floorplan.png
The bar under the picture is 200 um long. Pins as bars on the die edge.
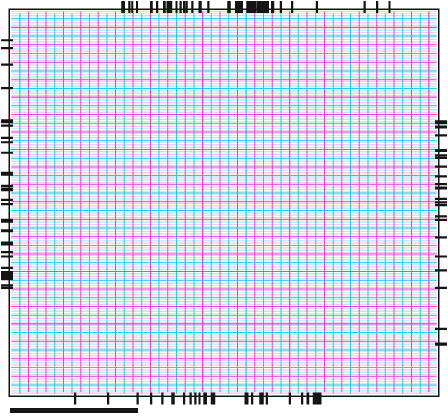
class_map.png
The bar under the picture is 200 um long.
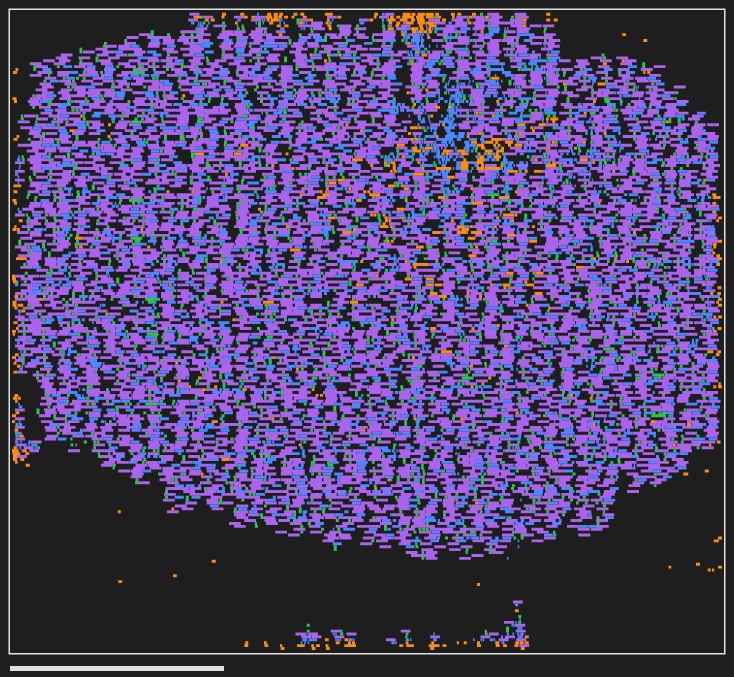
clock_wires.png
The bar under the picture is 200 um long.
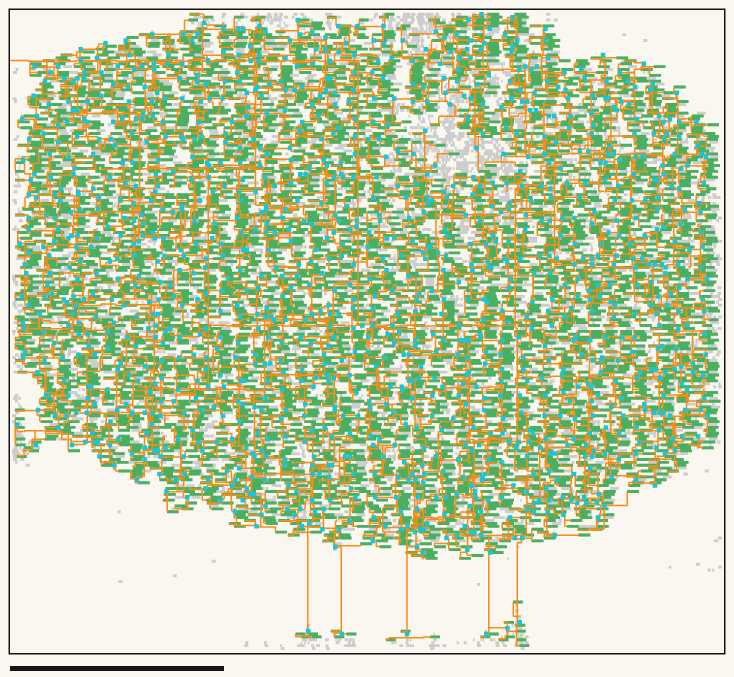
layers.png
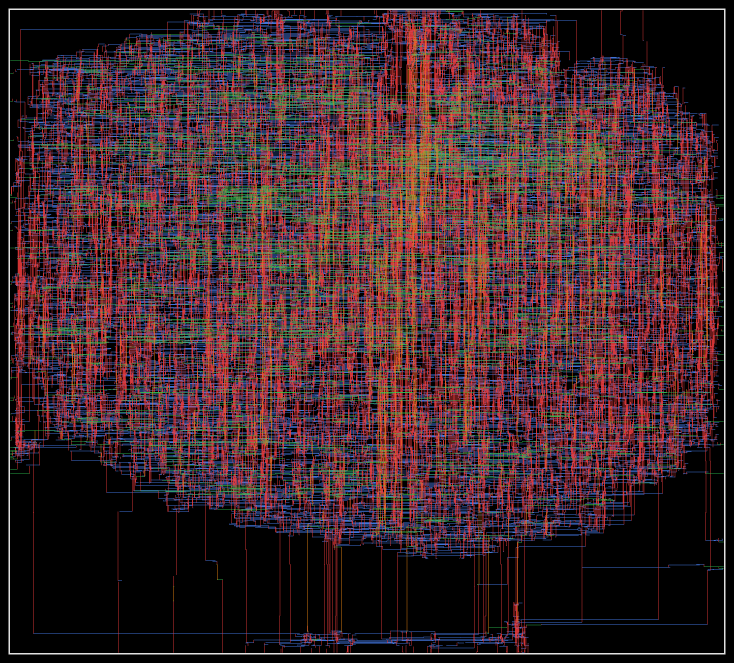
===== config.mk =====
export PLATFORM = sky130hd
export DESIGN_NAME = qtree_int_stream_tx_flat
export DESIGN_NICKNAME = d
export VERILOG_FILES = /design/src/rtl/qtree_int_stream_tx_if.sv /design/src/rtl/qtree_int_stream_tx.sv /design/src/flat_wrapper.sv
export SDC_FILE = /design/constraint.sdc
export NUM_CORES = 2
export LEC_CHECK = 0
export CORE_ASPECT_RATIO = 0.9
export CORE_MARGIN = 1.5
export CORE_UTILIZATION = 42
export CTS_BUF_LIST = sky130_fd_sc_hd__clkbuf_4
export DETAILED_ROUTE_END_ITERATION = 8
export MAX_ROUTING_LAYER = met4
export PLACE_DENSITY = 0.6
export REMOVE_ABC_BUFFERS = 1
export SKIP_CTS_REPAIR_TIMING = 1
export SLEW_MARGIN = 30
export SYNTH_ARGS = -nofsm -noshare
export SYNTH_HDL_FRONTEND = slang
export SYNTH_MEMORY_MAX_BITS = 65536
export SYNTH_SLANG_ARGS = --single-unit
export TNS_END_PERCENT = 100

===== constraint.sdc =====
create_clock -name clk -period 7.76 [get_ports clk]
set_input_delay 0.776 -clock clk [delete_from_list [all_inputs] [get_ports clk]]
set_output_delay 0.776 -clock clk [all_outputs]
set_load 0.02 [all_outputs]

===== src/rtl/qtree_int_stream_tx_if.sv =====
// qtree_int_stream_tx_if: root handoff, heap read port and output stream of the QTree serializer
interface qtree_int_stream_tx_if #(
  parameter int PTR_W  = 16,
  parameter int NODE_W = 66
);
  logic              root_valid;
  logic              root_ready;
  logic [PTR_W-1:0]  root_ptr;
  logic              rd_req_valid;
  logic              rd_req_ready;
  logic [PTR_W-1:0]  rd_req_addr;
  logic              rd_rsp_valid;
  logic [NODE_W-1:0] rd_rsp_data;
  logic [NODE_W-1:0] o_tdata;
  logic              o_tvalid;
  logic              o_tready;
  logic              o_tlast;
  modport master (
    input  root_valid, root_ptr, rd_req_ready, rd_rsp_valid, rd_rsp_data, o_tready,
    output root_ready, rd_req_valid, rd_req_addr, o_tdata, o_tvalid, o_tlast
  );
  modport slave (
    output root_valid, root_ptr, rd_req_ready, rd_rsp_valid, rd_rsp_data, o_tready,
    input  root_ready, rd_req_valid, rd_req_addr, o_tdata, o_tvalid, o_tlast
  );
endinterface


===== src/rtl/qtree_int_stream_tx.sv =====
// qtree_int_stream_tx: walks a heap-resident QTree Int depth-first and streams its nodes in post-order
module qtree_int_stream_tx #(
  parameter int PTR_W  = 16,
  parameter int VAL_W  = 32,
  parameter int NODE_W = 66,
  parameter int DEPTH  = 64
) (
  input  logic                 clk,
  input  logic                 aresetn,
  qtree_int_stream_tx_if.master bus,
  output logic                 busy,
  output logic                 err_overflow
);
  localparam int SP_W = $clog2(DEPTH + 1);
  localparam int IX_W = DEPTH > 1 ? $clog2(DEPTH) : 1;
  if (NODE_W < VAL_W + 2 || NODE_W < 66) begin : g_width_check
    $error("NODE_W cannot hold the tag plus four child pointers or the value");
  end
  typedef enum logic [2:0] {IDLE, FETCH, WAIT, NEXT, EMIT} state_t;
  state_t state, state_nx;
  logic [SP_W-1:0]   sp;
  logic [PTR_W-1:0]  cur_ptr;
  logic [NODE_W-1:0] tdata;
  logic [NODE_W-3:0] kids [DEPTH];
  logic [2:0]        rem  [DEPTH];
  logic [IX_W-1:0]   top, push_ix;
  logic [2:0]        cur_rem;
  logic [1:0]        idx, tag;
  logic [15:0]       child;
  logic              full, last;
  assign top     = IX_W'(sp - 1'b1);
  assign push_ix = IX_W'(sp);
  assign cur_rem = rem[top];
  assign idx     = 2'(cur_rem - 3'd1);
  assign child   = kids[top][{idx, 4'b0000} +: 16];
  assign full    = sp == SP_W'(DEPTH);
  assign tag     = bus.rd_rsp_data[1:0];
  assign last    = state == EMIT && sp == '0;
  assign bus.root_ready   = state == IDLE;
  assign bus.rd_req_valid = state == FETCH;
  assign bus.rd_req_addr  = cur_ptr;
  assign bus.o_tvalid     = state == EMIT;
  assign bus.o_tlast      = last;
  assign bus.o_tdata      = tdata;
  assign busy             = state != IDLE;
  always_ff @(posedge clk or negedge aresetn) begin
    if (!aresetn) state <= IDLE;
    else state <= state_nx;
  end
  always_comb begin
    state_nx = state;
    case (state)
      IDLE:    state_nx = bus.root_valid ? FETCH : IDLE;
      FETCH:   state_nx = bus.rd_req_ready ? WAIT : FETCH;
      WAIT:    state_nx = !bus.rd_rsp_valid ? WAIT : tag != 2'd2 ? EMIT : full ? IDLE : NEXT;
      NEXT:    state_nx = cur_rem != 3'd0 ? FETCH : EMIT;
      EMIT:    state_nx = !bus.o_tready ? EMIT : last ? IDLE : NEXT;
      default: state_nx = IDLE;
    endcase
  end
  always_ff @(posedge clk or negedge aresetn) begin
    if (!aresetn) begin
      sp           <= '0;
      cur_ptr      <= '0;
      tdata        <= '0;
      err_overflow <= 1'b0;
    end else begin
      if (state == IDLE && bus.root_valid) begin
        cur_ptr      <= bus.root_ptr;
        sp           <= '0;
        err_overflow <= 1'b0;
      end
      if (state == WAIT && bus.rd_rsp_valid) begin
        if (tag != 2'd2) tdata <= bus.rd_rsp_data;
        else if (full) begin
          err_overflow <= 1'b1;
          sp           <= '0;
        end else sp <= sp + 1'b1;
      end
      // children are taken c3 first so c0 is the last subtree emitted before its parent
      if (state == NEXT) begin
        if (cur_rem != 3'd0) cur_ptr <= PTR_W'(child);
        else begin
          tdata <= NODE_W'(2'd2);
          sp    <= sp - 1'b1;
        end
      end
    end
  end
  always_ff @(posedge clk) begin
    if (state == WAIT && bus.rd_rsp_valid && tag == 2'd2 && !full) begin
      kids[push_ix] <= bus.rd_rsp_data[NODE_W-1:2];
      rem[push_ix]  <= 3'd4;
    end else if (state == NEXT && cur_rem != 3'd0) rem[top] <= cur_rem - 3'd1;
  end
endmodule


===== src/flat_wrapper.sv =====
// flat-port wrapper written by rule: the top's interface ports become plain ports
module qtree_int_stream_tx_flat 
#(
  parameter int PTR_W  = 16,
  parameter int VAL_W  = 32,
  parameter int NODE_W = 66,
  parameter int DEPTH  = 64
)
  (clk, aresetn, busy, err_overflow, bus_root_valid, bus_root_ptr, bus_rd_req_ready, bus_rd_rsp_valid, bus_rd_rsp_data, bus_o_tready, bus_root_ready, bus_rd_req_valid, bus_rd_req_addr, bus_o_tdata, bus_o_tvalid, bus_o_tlast);
  qtree_int_stream_tx_if #(.PTR_W(PTR_W), .NODE_W(NODE_W)) bus_i ();
  input  logic clk;
  input  logic aresetn;
  output logic busy;
  output logic err_overflow;
  input wire logic [$bits(bus_i.root_valid)-1:0] bus_root_valid;
  input wire logic [$bits(bus_i.root_ptr)-1:0] bus_root_ptr;
  input wire logic [$bits(bus_i.rd_req_ready)-1:0] bus_rd_req_ready;
  input wire logic [$bits(bus_i.rd_rsp_valid)-1:0] bus_rd_rsp_valid;
  input wire logic [$bits(bus_i.rd_rsp_data)-1:0] bus_rd_rsp_data;
  input wire logic [$bits(bus_i.o_tready)-1:0] bus_o_tready;
  output wire logic [$bits(bus_i.root_ready)-1:0] bus_root_ready;
  output wire logic [$bits(bus_i.rd_req_valid)-1:0] bus_rd_req_valid;
  output wire logic [$bits(bus_i.rd_req_addr)-1:0] bus_rd_req_addr;
  output wire logic [$bits(bus_i.o_tdata)-1:0] bus_o_tdata;
  output wire logic [$bits(bus_i.o_tvalid)-1:0] bus_o_tvalid;
  output wire logic [$bits(bus_i.o_tlast)-1:0] bus_o_tlast;
  assign bus_i.root_valid = bus_root_valid;
  assign bus_i.root_ptr = bus_root_ptr;
  assign bus_i.rd_req_ready = bus_rd_req_ready;
  assign bus_i.rd_rsp_valid = bus_rd_rsp_valid;
  assign bus_i.rd_rsp_data = bus_rd_rsp_data;
  assign bus_i.o_tready = bus_o_tready;
  assign bus_root_ready = bus_i.root_ready;
  assign bus_rd_req_valid = bus_i.rd_req_valid;
  assign bus_rd_req_addr = bus_i.rd_req_addr;
  assign bus_o_tdata = bus_i.o_tdata;
  assign bus_o_tvalid = bus_i.o_tvalid;
  assign bus_o_tlast = bus_i.o_tlast;
  qtree_int_stream_tx #(.PTR_W(PTR_W), .VAL_W(VAL_W), .NODE_W(NODE_W), .DEPTH(DEPTH)) u_core (.clk(clk), .aresetn(aresetn), .bus(bus_i), .busy(busy), .err_overflow(err_overflow));
endmodule

==> flow_summary.ini <==
; generated from flow reports
[outcome]
status = complete, no violations

[sta]
fin_crit_sh_pct = 84.8
hold_viol = 0
worst_pin_slew_ps = 1180
rsz0062_at_grt = false
relSlewSlack_pct = 20.6
whs_ps = 40.8
setup_viol = 0
layout_setup_ws_ps = 1180
fin_setup_tns_ps = 0

[cells_and_area]
layout.nets = 8809
instances_no_fill = 14699
mostFrequentLayoutCells = edfxtp_1 (4,288), clkbuf_4 (1,618), mux4_2 (1,114)
drive_gt1_share_pct = 34.8

[setup_path]
r2r_cells = 16
r2r_start = u_core.sp[0]
rrSetupSlack_ps = 1180
critPathLaunchType = register
critPathKind = register to register
cp.arrival_ps = 7880
r2r_end = u_core.rem[51][2]
path_max_fanout = 55

[floorplanning]
die_area_um2 = 401000
io-pin-count = 176

[route]
firstDrtPassIters = 6
drc = 0
wire_per_inst_um = 35.1
ant_nets = 0
routed_wl_mm = 516
vias = 90586
viasPerCell = 6.16

[grt]
grt_max_degree = 128
grt_pass1_vias = 90188
grt_usage_pct = 26.4
grt_pass1_wl_mm = 705
antenna_found_initial = 27

[place]
gp_congestion = 0.848
dp.cells = 12758
place_ws_ps = 1360
dp_hpwl_mm = 256
place_area_um2 = 177000

[clock_tree]
clockBufferDepth = 5
insertion_delay_ps = 1680
cts_tree = done
clk_pin_slew_worst_paths_ps = 70
clockRootBuffer = clkbuf_4
cts_sinks = 4381

[yosys]
syn_area_um2 = 167000
yosys_register_bits = 4381
ys_cells = 7424
yosysSeqAreaShare_pct = 78.6
ys_types = 62
syn_area_per_cell_um2 = 22.5
ff_type = edfxtp_1
ys_area_um2 = 167000
ys_async_sr_fraction_pct = 2.12

[hold_path]
min_path_type = primary input to register
min_to = u_core.state[1]
worst_hold_startpoint = bus_rd_rsp_valid

[power]
power.internal_mw = 45.7
worst_ir_drop_vdd_mv = 0.707
clkPwrFrac_pct = 26.7
p_sw_share_pct = 35.4
power_switching_mw = 25.0

[flow_run]
tool_warnings = 45
cap_violations = 0
Back to the opening pictures, floorplan.png:
- VSS: cyan
- VDD: magenta
- met1 rails: 220
- met4 straps: 48
- rows: 219
- met5 straps: 43
- signal pins: 176
die height: 601 um
CORE AREA: 395,000 um2
Die Width: 667 um

Back to the opening pictures, class_map.png:
- registers: purple (cells 4,381; share of their area 71%)
- remaining logic cells: blue (cells 2,611; share of their area 19%)
- remaining buffers and delay cells: orange (cells 546; share of their area 3.1%)
- clock drivers and dummy loads: green (cells 1,834; share of their area 7.2%)
Seq/total area: 68.5%
cell area after layout: 191,000 um2
Util after Layout: 48.4%

Back to the opening pictures, clock_wires.png:
- flip-flops: green (count 4,381)
- clock wires: orange (length 55.3 mm)
- clock-net drivers: cyan (count 1,177)
- routed clock nets: 1,178

Back to the opening pictures, layers.png:
- M3: green (wire length 55.2 mm)
- M1: blue (wire length 201 mm)
- M4: orange (wire length 17,000 um)
- M2: red (wire length 243 mm)

power by group through the flow:
stage / logic [mW] / clock network, mW / registers, mW
CTS: 24.9 / 19.3 / 26.6
floorplan: 12.7 / 0 / 27.5
global placement: 24.5 / 0 / 27.1
global route: 26.0 / 20.5 / 26.6
detailed placement: 24.9 / 0 / 27.1
finish: 25.2 / 18.9 / 26.6
state kept, by name (all words and copies together) (netlist names):
signal and flops:
u_core.bus.rd_req_addr 16, u_core.kids 4096, u_core.bus.o_tdata 66, u_core.err_overflow 1, u_core.rem 192, u_core.sp 7
u_core.state 3
critical path: stages (launching register included):
cell and delay, ps:
dfrtp_4 930, clkinv_1 160, buf_4 260, ha_4 830, mux4_2 440, mux4_2 520
mux4_2 480, inv_1 90, ha_1 180, ha_1 290, or2_2 270, buf_4 390
nor3_1 120, mux2i_1 520, inv_1 100, nand2_1 340, nor2_1 170
cells in the mapped netlist (all sizes together) (4+ instances only):
| library cell | count | area [um2] |
|---|---|---|
| nor2 | 183 | 697 |
| nand4 | 15 | 93.8 |
| mux2 | 4 | 45.0 |
| inv | 10 | 37.5 |
| a21o | 4 | 30.0 |
| xor2 | 4 | 42.6 |
| a31o | 7 | 61.3 |
| o211a | 5 | 50.1 |
| mux2i | 18 | 180 |
| nand3 | 42 | 210 |
| ha | 4 | 50.1 |
| o31ai | 9 | 67.6 |
| a31oi | 20 | 125 |
| buf | 228 | 1230 |
| clkbuf | 204 | 766 |
| a22oi | 387 | 2910 |
| o311ai | 8 | 70.1 |
| nor2b | 7 | 43.8 |
| nand2b | 5 | 31.3 |
| and3 | 6 | 37.5 |
| a211o | 7 | 61.3 |
| o21ai | 32 | 160 |
| nor4b | 4 | 35.0 |
| and2 | 4 | 25.0 |
| edfxtp | 4288 | 129000 |
| a221oi | 7 | 61.3 |
| nand2 | 305 | 1140 |
| mux4 | 1114 | 25100 |
| a22o | 57 | 499 |
| nor4 | 11 | 68.8 |
| dfrtp | 93 | 2330 |
| a221o | 6 | 60.1 |
| xnor2 | 4 | 35.0 |
| o311a | 5 | 50.1 |
| nor3 | 41 | 216 |
| o211ai | 10 | 75.1 |
| a21oi | 226 | 1130 |
| or3 | 16 | 100 |
layout make-up:
| type | count | area [um2] |
|---|---|---|
| antenna | 23 | 57.6 |
| clock buffer | 1618 | 12100 |
| clock inverter | 216 | 1170 |
| fill | 32475 | 204000 |
| inverter | 12 | 45.0 |
| multi-input combinational | 2599 | 34500 |
| sequential | 4381 | 131000 |
| tap | 5304 | 6640 |
| timing repair buffer | 546 | 5730 |
metal layers:
layer / part of all wire [%] / track usage, %
met1: 39 / 35.6
met2: 47 / 39.1
met3: 11 / 6.04
met4: 3.3 / 10.5
met5: 0 / -
logic make-up after synthesis:
logic type / after synthesis / share of synthesized area (%)
flip-flops: 4381 / 78.6
multiplexers: 1136 / 15.2
AND-OR/OR-AND: 807 / 3.33
AND/OR/NAND/NOR: 644 / 1.65
buffers and inverters: 444 / 1.22
XOR/XNOR: 8 / 0.0465
adder cells (fa/ha/maj): 4 / 0.0300
Power is estimated from default activity; no workload was simulated.
